Fig. 1: placement density heat map
The die is cut into 13 by 13 equal tiles; white is low, dark blue is high, 0 to 100% covered.
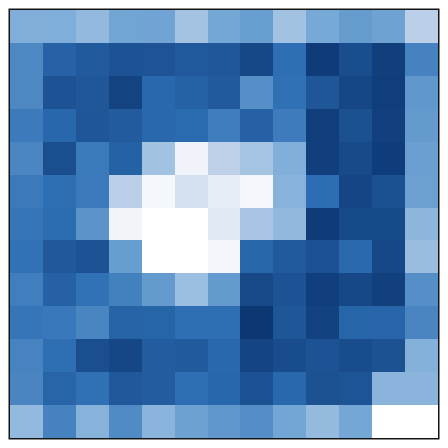
Fig. 2: sequential cells colored by netlist name
Other sequential cells in the stronger gray, the rest of the logic in the fainter gray.
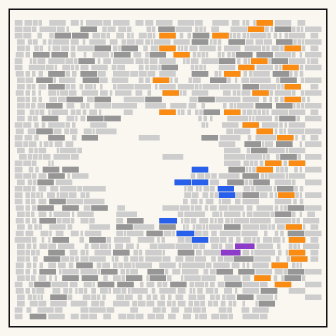
Fig. 3: metal 2
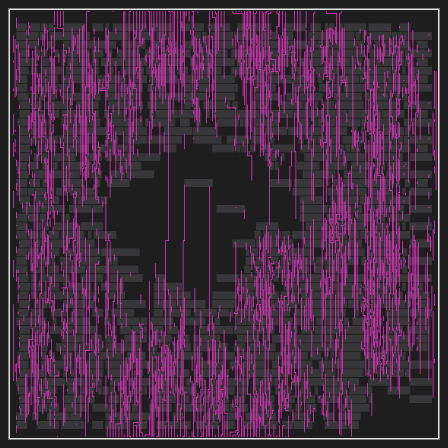
Fig. 4: placed standard cells
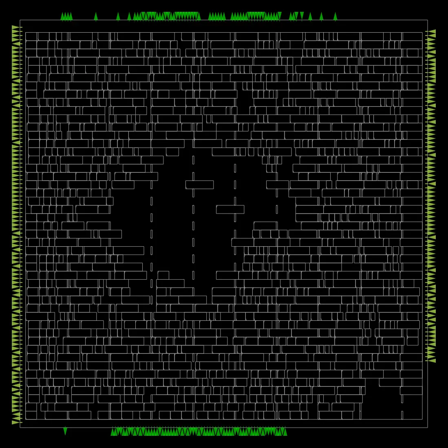
File: config.mk
export PLATFORM = sky130hd
export DESIGN_NAME = mem_port_arbiter
export DESIGN_NICKNAME = d
export VERILOG_FILES = /design/src/rtl/mem_arb_pkg.sv /design/src/rtl/mem_arb_timeout.sv /design/src/rtl/mem_port_arbiter.sv
export SDC_FILE = /design/constraint.sdc
export NUM_CORES = 1
export LEC_CHECK = 0
export CORE_MARGIN = 1.5
export CORE_UTILIZATION = 38
export DETAILED_ROUTE_END_ITERATION = 8
export HOLD_SLACK_MARGIN = 0.05
export PLACE_DENSITY = 0.8
export SYNTH_ARGS = -nofsm -noshare
export SYNTH_HDL_FRONTEND = slang
export SYNTH_SLANG_ARGS = --single-unit
File: constraint.sdc
create_clock -name iClk -period 1.77 [get_ports iClk]
set_clock_uncertainty 0.15 [all_clocks]
set_input_delay 0.354 -clock iClk [delete_from_list [all_inputs] [get_ports iClk]]
set_output_delay 0.354 -clock iClk [all_outputs]
set_load 0.1 [all_outputs]
File: src/rtl/mem_arb_pkg.sv
// mem_arb_pkg: shared definitions for the two-master memory port arbiter.
//   state_t          : arbiter FSM states (IDLE / BUSY / DONE)
//   ARB_M0 / ARB_M1  : master indices (0 = Processor core, 1 = loader/debug agent)
//   ABORT_DATA       : read data returned to the owner when a transaction times out
//   TIMEOUT_DEFAULT  : default number of BUSY cycles allowed without iMemRdy
package mem_arb_pkg;

  typedef enum logic [1:0] {
    ST_IDLE = 2'd0,
    ST_BUSY = 2'd1,
    ST_DONE = 2'd2
  } state_t;

  localparam logic ARB_M0 = 1'b0;
  localparam logic ARB_M1 = 1'b1;

  localparam logic [31:0] ABORT_DATA = 32'h0000_0000;

  localparam int unsigned TIMEOUT_DEFAULT = 255;

endpackage

File: src/rtl/mem_arb_timeout.sv
// mem_arb_timeout: watchdog for a single memory transaction.
//   iClk    in  : clock, rising edge
//   nRst    in  : synchronous active-low reset
//   clear   in  : zero the count (held high whenever no transaction is in flight)
//   enable  in  : count this cycle (high while the arbiter is BUSY)
//   expired out : high during the TIMEOUT_CYCLES-th enabled cycle, so the abort
//                 lands on the edge that ends that cycle
// TIMEOUT_CYCLES = 0 builds no counter and ties expired low.
module mem_arb_timeout
  import mem_arb_pkg::*;
#(
  parameter int unsigned TIMEOUT_CYCLES = TIMEOUT_DEFAULT
) (
  input  logic iClk,
  input  logic nRst,
  input  logic clear,
  input  logic enable,
  output logic expired
);

  generate
    if (TIMEOUT_CYCLES == 0) begin : g_off
      logic unused_inputs;
      assign unused_inputs = ^{iClk, nRst, clear, enable};
      assign expired = 1'b0;
    end else begin : g_on
      // Count only reaches TIMEOUT_CYCLES-1 before the arbiter leaves BUSY.
      localparam int CW = (TIMEOUT_CYCLES > 1) ? $clog2(TIMEOUT_CYCLES) : 1;
      localparam logic [CW-1:0] LAST = CW'(TIMEOUT_CYCLES - 1);

      logic [CW-1:0] cnt;

      always_ff @(posedge iClk) begin
        if (!nRst) begin
          cnt <= '0;
        end else if (clear) begin
          cnt <= '0;
        end else if (enable && !expired) begin
          cnt <= cnt + 1'b1;
        end
      end

      assign expired = enable && (cnt == LAST);
    end
  endgenerate

endmodule

File: src/rtl/mem_port_arbiter.sv
// mem_port_arbiter: shares one memory port between master 0 (Processor core)
// and master 1 (loader/debug agent), one transaction at a time.
//
// Handshake: a master requests by raising Read or Write (both high = write)
// and holds Addr/Data/strobes stable until its one-cycle oMxRdy pulse. The
// arbiter samples requests only in IDLE; a request raised in BUSY or DONE
// simply waits. The memory completes by raising iMemRdy for one cycle while
// a strobe is presented; the arbiter holds the memory port constant until then.
//
// Ports:
//   iClk, nRst                    clock, synchronous active-low reset
//   iMxAddr/iMxData/iMxRead/iMxWrite   master x request (x = 0, 1)
//   oMxData/oMxRdy                read data and completion pulse to master x
//   oMemAddr/oMemData/oMemRead/oMemWrite  registered memory port
//   iMemData/iMemRdy              memory read data and completion
//   oGrant                        one-hot current owner, 00 = none
//   oTimeout                      sticky abort flag, cleared only by reset
//   dbg_state                     current FSM state (mem_arb_pkg::state_t)
//
// Build option: define MEM_ARB_RR_EN for round-robin tie breaking; otherwise
// master 0 always wins ties.
module mem_port_arbiter
  import mem_arb_pkg::*;
#(
  parameter int unsigned TIMEOUT_CYCLES = TIMEOUT_DEFAULT
) (
  input  logic        iClk,
  input  logic        nRst,
  input  logic [31:0] iM0Addr,
  input  logic [31:0] iM0Data,
  input  logic        iM0Read,
  input  logic        iM0Write,
  input  logic [31:0] iM1Addr,
  input  logic [31:0] iM1Data,
  input  logic        iM1Read,
  input  logic        iM1Write,
  output logic [31:0] oM0Data,
  output logic        oM0Rdy,
  output logic [31:0] oM1Data,
  output logic        oM1Rdy,
  output logic [31:0] oMemAddr,
  output logic [31:0] oMemData,
  output logic        oMemRead,
  output logic        oMemWrite,
  input  logic [31:0] iMemData,
  input  logic        iMemRdy,
  output logic [1:0]  oGrant,
  output logic        oTimeout,
  output logic [1:0]  dbg_state
);

  state_t state, state_nx;

  logic        req0, req1, win, owner;
  logic        expired;
  logic [31:0] ret_data;
  logic        capture;

  logic [31:0] mem_addr_nx, mem_data_nx, m0_data_nx, m1_data_nx;
  logic        mem_read_nx, mem_write_nx, m0_rdy_nx, m1_rdy_nx, timeout_nx;
  logic [1:0]  grant_nx;

  assign req0  = iM0Read | iM0Write;
  assign req1  = iM1Read | iM1Write;
  // oGrant is only non-zero in BUSY, which is the only state that uses owner.
  assign owner = oGrant[1] ? ARB_M1 : ARB_M0;

`ifdef MEM_ARB_RR_EN
  logic last_grant;

  always_comb begin
    win = req0 ? ARB_M0 : ARB_M1;
    if (req0 && req1) begin
      win = (last_grant == ARB_M0) ? ARB_M1 : ARB_M0;
    end
  end

  always_ff @(posedge iClk) begin
    if (!nRst) begin
      last_grant <= ARB_M1;
    end else if (state == ST_IDLE && (req0 || req1)) begin
      last_grant <= win;
    end
  end
`else
  assign win = req0 ? ARB_M0 : ARB_M1;
`endif

  mem_arb_timeout #(
    .TIMEOUT_CYCLES(TIMEOUT_CYCLES)
  ) u_timeout (
    .iClk   (iClk),
    .nRst   (nRst),
    .clear  (state != ST_BUSY),
    .enable (state == ST_BUSY),
    .expired(expired)
  );

  // iMemRdy beats a same-cycle expiry. An abort returns ABORT_DATA to the
  // owner whether it was reading or writing; a normal write leaves data alone.
  assign ret_data = iMemRdy ? iMemData : ABORT_DATA;
  assign capture  = iMemRdy ? oMemRead : 1'b1;

  always_comb begin
    state_nx     = state;
    mem_addr_nx  = oMemAddr;
    mem_data_nx  = oMemData;
    mem_read_nx  = oMemRead;
    mem_write_nx = oMemWrite;
    grant_nx     = oGrant;
    m0_data_nx   = oM0Data;
    m1_data_nx   = oM1Data;
    m0_rdy_nx    = 1'b0;
    m1_rdy_nx    = 1'b0;
    timeout_nx   = oTimeout;

    case (state)
      ST_IDLE: begin
        if (req0 || req1) begin
          state_nx = ST_BUSY;
          if (win == ARB_M0) begin
            mem_addr_nx  = iM0Addr;
            mem_data_nx  = iM0Data;
            mem_write_nx = iM0Write;
            mem_read_nx  = iM0Read & ~iM0Write;
            grant_nx     = 2'b01;
          end else begin
            mem_addr_nx  = iM1Addr;
            mem_data_nx  = iM1Data;
            mem_write_nx = iM1Write;
            mem_read_nx  = iM1Read & ~iM1Write;
            grant_nx     = 2'b10;
          end
        end
      end

      ST_BUSY: begin
        if (iMemRdy || expired) begin
          state_nx     = ST_DONE;
          mem_addr_nx  = '0;
          mem_data_nx  = '0;
          mem_read_nx  = 1'b0;
          mem_write_nx = 1'b0;
          grant_nx     = 2'b00;
          if (!iMemRdy) begin
            timeout_nx = 1'b1;
          end
          if (owner == ARB_M0) begin
            m0_rdy_nx = 1'b1;
            if (capture) m0_data_nx = ret_data;
          end else begin
            m1_rdy_nx = 1'b1;
            if (capture) m1_data_nx = ret_data;
          end
        end
      end

      ST_DONE: begin
        state_nx = ST_IDLE;
      end

      default: begin
        state_nx = ST_IDLE;
      end
    endcase
  end

  always_ff @(posedge iClk) begin
    if (!nRst) begin
      state     <= ST_IDLE;
      oMemAddr  <= '0;
      oMemData  <= '0;
      oMemRead  <= 1'b0;
      oMemWrite <= 1'b0;
      oGrant    <= 2'b00;
      oM0Data   <= '0;
      oM1Data   <= '0;
      oM0Rdy    <= 1'b0;
      oM1Rdy    <= 1'b0;
      oTimeout  <= 1'b0;
    end else begin
      state     <= state_nx;
      oMemAddr  <= mem_addr_nx;
      oMemData  <= mem_data_nx;
      oMemRead  <= mem_read_nx;
      oMemWrite <= mem_write_nx;
      oGrant    <= grant_nx;
      oM0Data   <= m0_data_nx;
      oM1Data   <= m1_data_nx;
      oM0Rdy    <= m0_rdy_nx;
      oM1Rdy    <= m1_rdy_nx;
      oTimeout  <= timeout_nx;
    end
  end

  assign dbg_state = state;

endmodule

==> impl_metrics.env <==
# physical design summary
export IMPL_cp_start_kind="flop"
export IMPL_die_area_um2=18100
export IMPL_final_max_slew_viol_count=0
export IMPL_worst_slack_ps=-59.8
export IMPL_pwr_density_cell_nw_per_um2=842
export IMPL_routedWlPerCell_um=17.2
export IMPL_placed_area_um2=11400
export IMPL_async_flop_share_pct=0
export IMPL_syn_mean_instance_area_um2=8.13
export IMPL_fill_cells=1155
export IMPL_fp_dieH_um=135
export IMPL_cts_sinks=145
export IMPL_reg2reg_from="u_timeout.g_on.cnt[0]$_SDFFE_PP0P_"
export IMPL_yosys_top_cells_count="dfxtp_1, nand2_1, and3_1, o21ai_0, nand3_1"
export IMPL_status="finished, violations left"
export IMPL_die_width_um=135
export IMPL_grt_pass1_vias=6768
export IMPL_rows=47
export IMPL_yosys_area_um2=6590
export IMPL_track_usage_pct=24.1
export IMPL_crit_type="flop to flop"
export IMPL_rrSetupSlack_ps=-60
export IMPL_drtIter0Drc=409
export IMPL_worst_setup_path_end_kind="flop"
export IMPL_violations="setup timing"
export IMPL_yosysUniqueCellTypes=39
export IMPL_n_antenna_cell=0
export IMPL_relSlewSlack_pct=71.2
export IMPL_grt_overflow=0
export IMPL_ir_worst_vdd_v=0.000667
export IMPL_cts_made_buffers=17
export IMPL_hpwl_um=15900
export IMPL_antenna_found_initial=0
export IMPL_clockBufferDepth=2
export IMPL_core_area_um2=16800
export IMPL_mux_share_pct=10.2
export IMPL_postSynthSeqShare_pct=44.1
export IMPL_ys_warn_count=0
export IMPL_hp_start="nRst"
export IMPL_num_io_pins=304
export IMPL_hold_class="input port to flop"
export IMPL_timing_rr_end="oM0Data[30]$_SDFFE_PN0P_"
export IMPL_maxCapViolations=0
export IMPL_synth_simple_area_share_pct=27.8
export IMPL_cp_startpoint="u_timeout.g_on.cnt[0]$_SDFFE_PP0P_"
export IMPL_postLayoutCellArea_um2=12200
export IMPL_yosysTopAreaCell="dfxtp_1"
export IMPL_worstMarginPinSlew_ps=432
export IMPL_synth_seq_cells=145
export IMPL_edf_count=0
export IMPL_final_common_cell="clkdlybuf4s50_1"
export IMPL_syn_nets=979
export IMPL_nets=1261
export IMPL_setup_violations=87
export IMPL_clock_latency_ps=410
export IMPL_syn_inst=810
export IMPL_p_leak_nw=4.97
export IMPL_log_warning_count=30
export IMPL_route_detailed_drc=0
export IMPL_cts_tree="built"
export IMPL_min_period_ps=1830
export IMPL_yosysCellCount=810
export IMPL_finalHoldViolations=0
export IMPL_top_area_share_pct=44.1
export IMPL_numPortBuffers=303
export IMPL_lay_top_cells="clkdlybuf4s50_1, buf_12, dfxtp_1"
export IMPL_gp_congestion=0.823
export IMPL_synth_most_common_cell="dfxtp_1"
export IMPL_ys_flop_type="dfxtp_1"
export IMPL_max_clock_freq_mhz=547
export IMPL_clk_pin_slew_worst_paths_ps=60
export IMPL_layout_drive_gt1_share_pct=21.1
export IMPL_cp_data_required_time_ps=1920
export IMPL_syn_to_final_growth_pct=85.0
Back to the opening pictures, Fig. 1:
The mean over all tiles is 66%. The emptiest ninth of the die: center. 47% of the tiles are over 75% full. The fullest tile reaches 97%. 3.6% of the tiles are nearly empty.

Back to the opening pictures, Fig. 2:
oM0Data: marked orange, placed flops 32. u_timeout.g_on.cnt: marked blue, placed flops 8, where center. dbg_state: marked purple, placed flops 2.
Another 103 sequential cells are not colored.

Back to the opening pictures, Fig. 3:
The layer carries 11700 um of wire. The layer holds 51% of the routed length. 1078 nets have wire on it.
via count: 6956
GR Util met2: 43.5%
Post-Route WL: 22700 um

Back to the opening pictures, Fig. 4:
tapcell count: 220
Seq area share: 23.9%

[stage by stage]
stage / instances / power, mW / setup TNS [ps] / setup slack (ps)
2_1_floorplan: 810 / 5.34 / -1340 / -32.6
3_3_place_gp: 1287 / 6.61 / -39280 / -405
3_5_place_dp: 1287 / 6.66 / -44190 / -481
4_1_cts: 1320 / 10.3 / -446 / -37.0
5_1_grt: 1325 / 10.6 / -7800 / -110
6_report: 1325 / 10.3 / -1980 / -59.8
[state kept, by name, summed over array words and instances, names as in the netlist, 2 cells and up]
name,count
oGrant,2
oM1Data,32
oMemAddr,32
u_timeout.g_on.cnt,8
oMemData,32
oM0Data,32
dbg_state,2
[final cells by class]
cell class | instances | area (um2) | share of cell area [%]
clock buffer | 17 | 425 | 3.49
clock inverter | 15 | 173 | 1.42
timing repair buffer | 343 | 4960 | 40.7
sequential | 145 | 2920 | 23.9
tap | 220 | 275 | 2.26
inverter | 2 | 7.51 | 0.0616
multi-input combinational | 583 | 3430 | 28.1
[worst max-delay path: stages (launching register included)]
cell and delay, ps:
dfxtp_2 320, inv_2 60, ha_4 130, nand3_2 80
or3_4 420, a21boi_4 170, buf_12 140, buf_6 150
o21ai_0 100
[power breakdown]
group	internal (mW)	switching, mW
clock network	2.12	1.50
registers	3.42	0.174
logic	1.28	1.77
[metal layers]
metal | global-route usage, % | routed length, um | vias to the layer above
met5 | 0 | 0 | -
met4 | 7.53 | 531 | 0
met3 | 8.41 | 2070 | 41
met2 | 43.5 | 11700 | 298
met1 | 26.5 | 8440 | 3237
li1 | - | - | 3380
[what timing repair did]
item | in CTS | in global routing
gates resized | 18 | 42
hold buffers | 0 | 0
setup endpoints to repair | 84 | 126
buffers inserted | 0 | 1
endpoints found under the hold margin | 0 | 0
cloned | 1 | 4
pin swaps | 1 | 3
Power and IR drop assume default switching activity.
